Design circular_buffer, sky130hd; sources not shown.
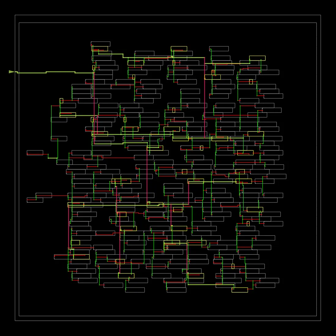
Fig. 1. Clock routing (run 1).
clk_lat worst skew: 520 ps
Clock Skews: 12.16 ps
CTS Buf Count: 27

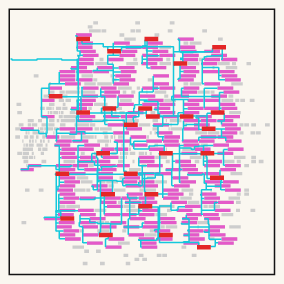
Fig. 2. Routed clock nets over the placement (run 1).
(1.5 px per µm)
[flip-flops] magenta | count: 266
[clock drivers] red | count: 27
[clock wires] cyan | length: 2770 µm
routed clock nets	28
P_clk: 1.96 mW
Clk pwr share: 0.265

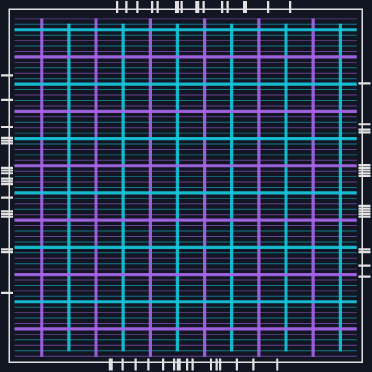
Fig. 3. Floorplan with the power grid (run 1).
(2 px per µm) Pins as bars on the die edge.
net	color
VSS	purple
VDD	cyan
signal pins	71
met4 straps	12
Die H: 175.8 µm
maximum vdd drop: 0.2897 mV
Core Region: 28860 µm²
Die X: 175.8 µm

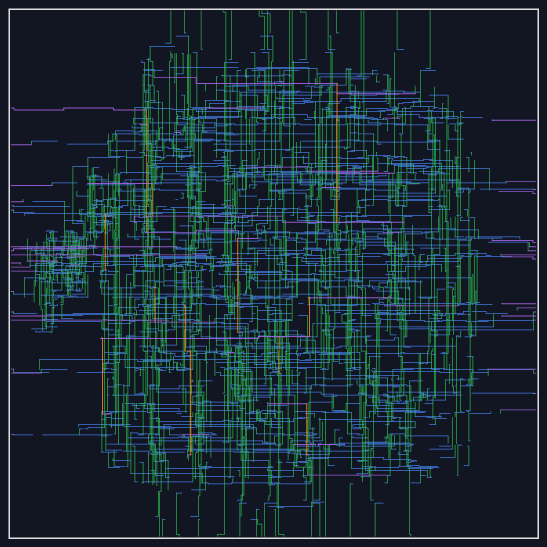
Fig. 4. Metal layers overlaid (run 1).
(3 px per µm)
layer	color	wire length
metal 4	orange	278 µm
metal 1	blue	9380 µm
metal 3	purple	1040 µm
metal 2	green	11300 µm
gr usage total: 0.1444
vias: 4977
routed wire length: 22010 µm

==> GITHUB_STEP_SUMMARY, run 1 <==
## Implementation flow summary

| Metric | Value |
|---|---|
| Yosys cell count | `454` |
| H-tree depth | `1` |
| Outcome | `finished, final reports clean` |
| Ys flops | `266` |
| Die footprint | `30900 µm²` |
| Top_reg_cell synth | `edfxtp_1` |
| Main area contributors | `edfxtp_1, mux4_2, a22o_1` |
| WHS Path Cells | `1` |
| Final ANT Viol Nets | `0` |
| Slew headroom | `0.4058` |
| R2R setup slack | `1550 ps` |
| Io pins | `71` |
| CTS tree | `done` |
| Total number of yosys warnings | `0` |
| CP peak stage delay | `590 ps` |
| # Post-CTS Setup Buffers | `0` |
| Yosys stat area | `10330 µm²` |
| Async SR Flop Fraction | `0.03759` |
| Floorplan net count | `500` |
| Seq power | `2.86 mW` |
| Final #Nets | `617` |
| Global route total overflow | `0` |
| LEAKAGE | `4.116 nW` |
| Site Rows | `62` |
| Fin crit share | `0.8988` |
| Final Power | `7.397 mW` |
| Int Pwr | `5.303 mW` |
| Xor/xnor share | `0.001696` |
| Initial antenna violation count | `2` |
| Max Clk Rate | `232.3 MHz` |
| Post-CTS resize count | `0` |
| Worst Reg-to-Reg Cells | `10` |
| Setup-failing EPs final | `0` |
| DRC viols | `0` |
| Comb pwr share | `0.348` |
| Gpl congestion | `0.7370` |
| Vias per cell | `5.099` |
run 1: per-layer routing:
layer | track usage | vias up | wire length [µm]
met5 | 0 | - | 0
met4 | 0.02961 | 0 | 277
met3 | 0.03074 | 26 | 1037
met2 | 0.2474 | 111 | 11320
met1 | 0.1913 | 2666 | 9383
li1 | - | 2174 | -
run 1: through the flow:
step	cells	setup TNS (ps)	setup WS, ps
4_1_cts	974	0	423.4
5_1_grt	975	0	274.8
3_3_place_gp	908	-288080	-2555
6_report	976	0	484.6
3_5_place_dp	926	0	772.3
2_1_floorplan	454	0	829.3
run 1: final cells by class:
cell class | count | area, µm²
tap | 384 | 480.5
multi-input combinational | 159 | 2285
clock buffer | 37 | 763.2
buffer | 23 | 140.1
inverter | 6 | 22.52
timing repair buffer | 88 | 1015
antenna | 2 | 5.005
sequential | 266 | 7938
clock inverter | 11 | 76.32
fill | 2450 | 16130
run 1: logic make-up after synthesis:
logic type      Yosys count
compound gates           41
xor+xnor                  2
fa+ha+maj                10
buf+inv                  29
flops                   266
mux                      71
simple gates             35
run 1: layout by cell type (no fill, tap or decap), types with 4 or more instances in the layout:
cell type	synthesis	routed
mux4_2	61	61
nor2_4	0	6
clkbuf_8	0	5
buf_16	0	8
clkbuf_16	0	27
edfxtp_1	256	256
nand2_1	4	4
mux2_1	4	4
clkdlybuf4s50_1	0	70
nor3b_1	4	4
dfrtp_1	10	10
buf_4	0	5
buf_2	10	10
clkbuf_1	6	11
buf_6	4	9
inv_1	6	6
clkinv_2	0	4
a22o_1	32	32
clkinv_1	0	5
ha_1	9	9
Fig. 5: run 1, selected gate families
(1.5 px per µm)
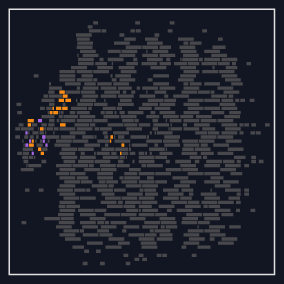

## Run 2: what changed since run 1
--- a/config.mk
+++ b/config.mk
@@ -8,7 +8,6 @@
 export CORE_MARGIN = 2
 export CORE_UTILIZATION = 35
 export DETAILED_ROUTE_END_ITERATION = 8
-export GPL_TIMING_DRIVEN = 0
 export PLACE_DENSITY = 0.63
 export SLEW_MARGIN = 20
 export SYNTH_ARGS = -nofsm -noshare
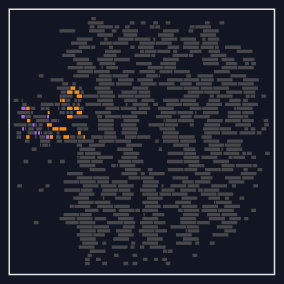
Fig. 6. Selected gate families (run 2).
(1.5 px per µm)
family	color	cells	most used	where
NOR gates	orange	21	nor2_4	middle left
inverting AOI/OAI gates	purple	8	o21ai_0	middle left
fraction of area in multi-input gates: 0.1858
fin cells: 946
Commonest Layout Cell: edfxtp_1

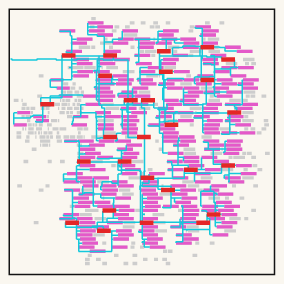
Fig. 7. Routed clock nets over the placement (run 2).
(1.5 px per µm)
[flip-flops] magenta | count: 266
[clock drivers] red | count: 27
[clock wires] cyan | length: 2700 µm
routed clock nets	28
Clock Skews: 19.67 ps
Clk pwr share: 0.272

==> run 2 against run 1 <==
  * Non-clock buffer count decreased by 31
  * Largest cell class unchanged
  * Setup slack improved by 58 ps
  * Critical path type unchanged
  * Synthesized area unchanged
  * Clock skew increased by 7.5 ps
  * Count of clock-buffer cells in the layout decreased by 3
  * Clock power about the same
  * Synthesized cell count unchanged
  * Combinational power decreased by 17%
  * Via count decreased by 3.9%
  * Power decreased by 2.7%
  * Final cell count decreased by 3.1%
  * Core utilization decreased by 1.2 points
==> GITHUB_STEP_SUMMARY, run 2 <==
## Implementation flow summary

| Metric | Value |
|---|---|
| Outcome | `finished, final reports clean` |
| Ys flops | `266` |
| Slew headroom | `0.2794` |
| Setup TNS | `0 ps` |
| # Post-CTS Setup Buffers | `0` |
| GR Util met1 | `0.1809` |
| Global route total overflow | `0` |
| Metal2 WL | `10000 µm` |
| Global Route met3 Usage | `0.03117` |
| Clk_lat worst skew | `520 ps` |
| Main area contributors | `edfxtp_1, mux4_2, a22o_1` |
| Maximum vdd drop | `0.3433 mV` |
| Gpl congestion | `0.7827` |
| Max Clk Rate | `235.4 MHz` |
| Setup-failing EPs final | `0` |
| Top_reg_cell synth | `edfxtp_1` |
| Post-CTS resize count | `0` |
| Total number of yosys warnings | `0` |
| LEAKAGE | `3.940 nW` |
| Top Metal Used | `met5` |
| Post-Route M1 WL | `8994 µm` |
| Die footprint | `30900 µm²` |
| Async SR Flop Fraction | `0.03759` |
| CP peak stage delay | `850 ps` |
| Comb pwr share | `0.299` |
| Routed wire length | `20350 µm` |
| Fin crit share | `0.8867` |
| Filler instances | `2511` |
| CTS tree | `done` |
| Yosys stat area | `10330 µm²` |
| CTS Buf Count | `27` |
| Int Pwr | `5.202 mW` |
| R2R setup slack | `1630 ps` |
| Final #Nets | `586` |
| Floorplan net count | `500` |
## run 2: cell counts after synthesis
Identical to the previous run, type by type.
## run 2: logic make-up (layout without fill, tap and decap cells)
group / Yosys count / count (layout) / share of synthesized area
AND-OR/OR-AND: 41 / 41 / 0.03283
adder cells (fa/ha/maj): 10 / 10 / 0.01284
flip-flops: 266 / 266 / 0.7684
buffers and inverters: 29 / 135 / 0.01575
multiplexers: 71 / 71 / 0.1483
other: 0 / 2 / 0
AND/OR/NAND/NOR: 35 / 35 / 0.02023
XOR/XNOR: 2 / 2 / 0.001696
## run 2: cell type report
cell class,count,share of cell area
clock buffers,34,0.05670
diodes,2,0.0004043
multi-input cells,159,0.1858
repair buffers,80,0.06367
clock inverters,15,0.01102
well taps,384,0.03881
inverters,6,0.001819
flip-flops and latches,266,0.6418
## run 2: power by group through the flow
stage / combinational [mW] / clock (mW) / sequential, mW
finish: 2.15 / 1.96 / 3.09
global route: 2.33 / 2.11 / 3.14
CTS: 2.21 / 2.01 / 3.11
detailed placement: 2.19 / 0 / 3.16
global placement: 2.16 / 0 / 3.13
floorplan: 1.47 / 0 / 2.88
## run 2: worst register-to-register path: cells and delay by family (launching register included)
family,cells,cell delay [ps]
AND/OR/NAND/NOR,3,1240
adder cells (fa/ha/maj),3,940
flip-flops,1,440
buffers and inverters,2,220
AND-OR/OR-AND,2,210
## run 2: metrics by stage
step | worst slack [ps] | std cells | util | power [mW] | hold WS, ps
global placement | 1136 | 895 | 0.3998 | 5.297 | 548.5
CTS | 475.5 | 944 | 0.4288 | 7.324 | 572.2
finish | 542.6 | 946 | 0.4290 | 7.201 | 572.1
detailed placement | 1049 | 895 | 0.3998 | 5.351 | 560.2
floorplan | 829.3 | 454 | - | 4.354 | 508.8
global route | 381.8 | 944 | 0.4288 | 7.577 | 594.1
No activity file was given, so power comes from the tool's default toggle rates.
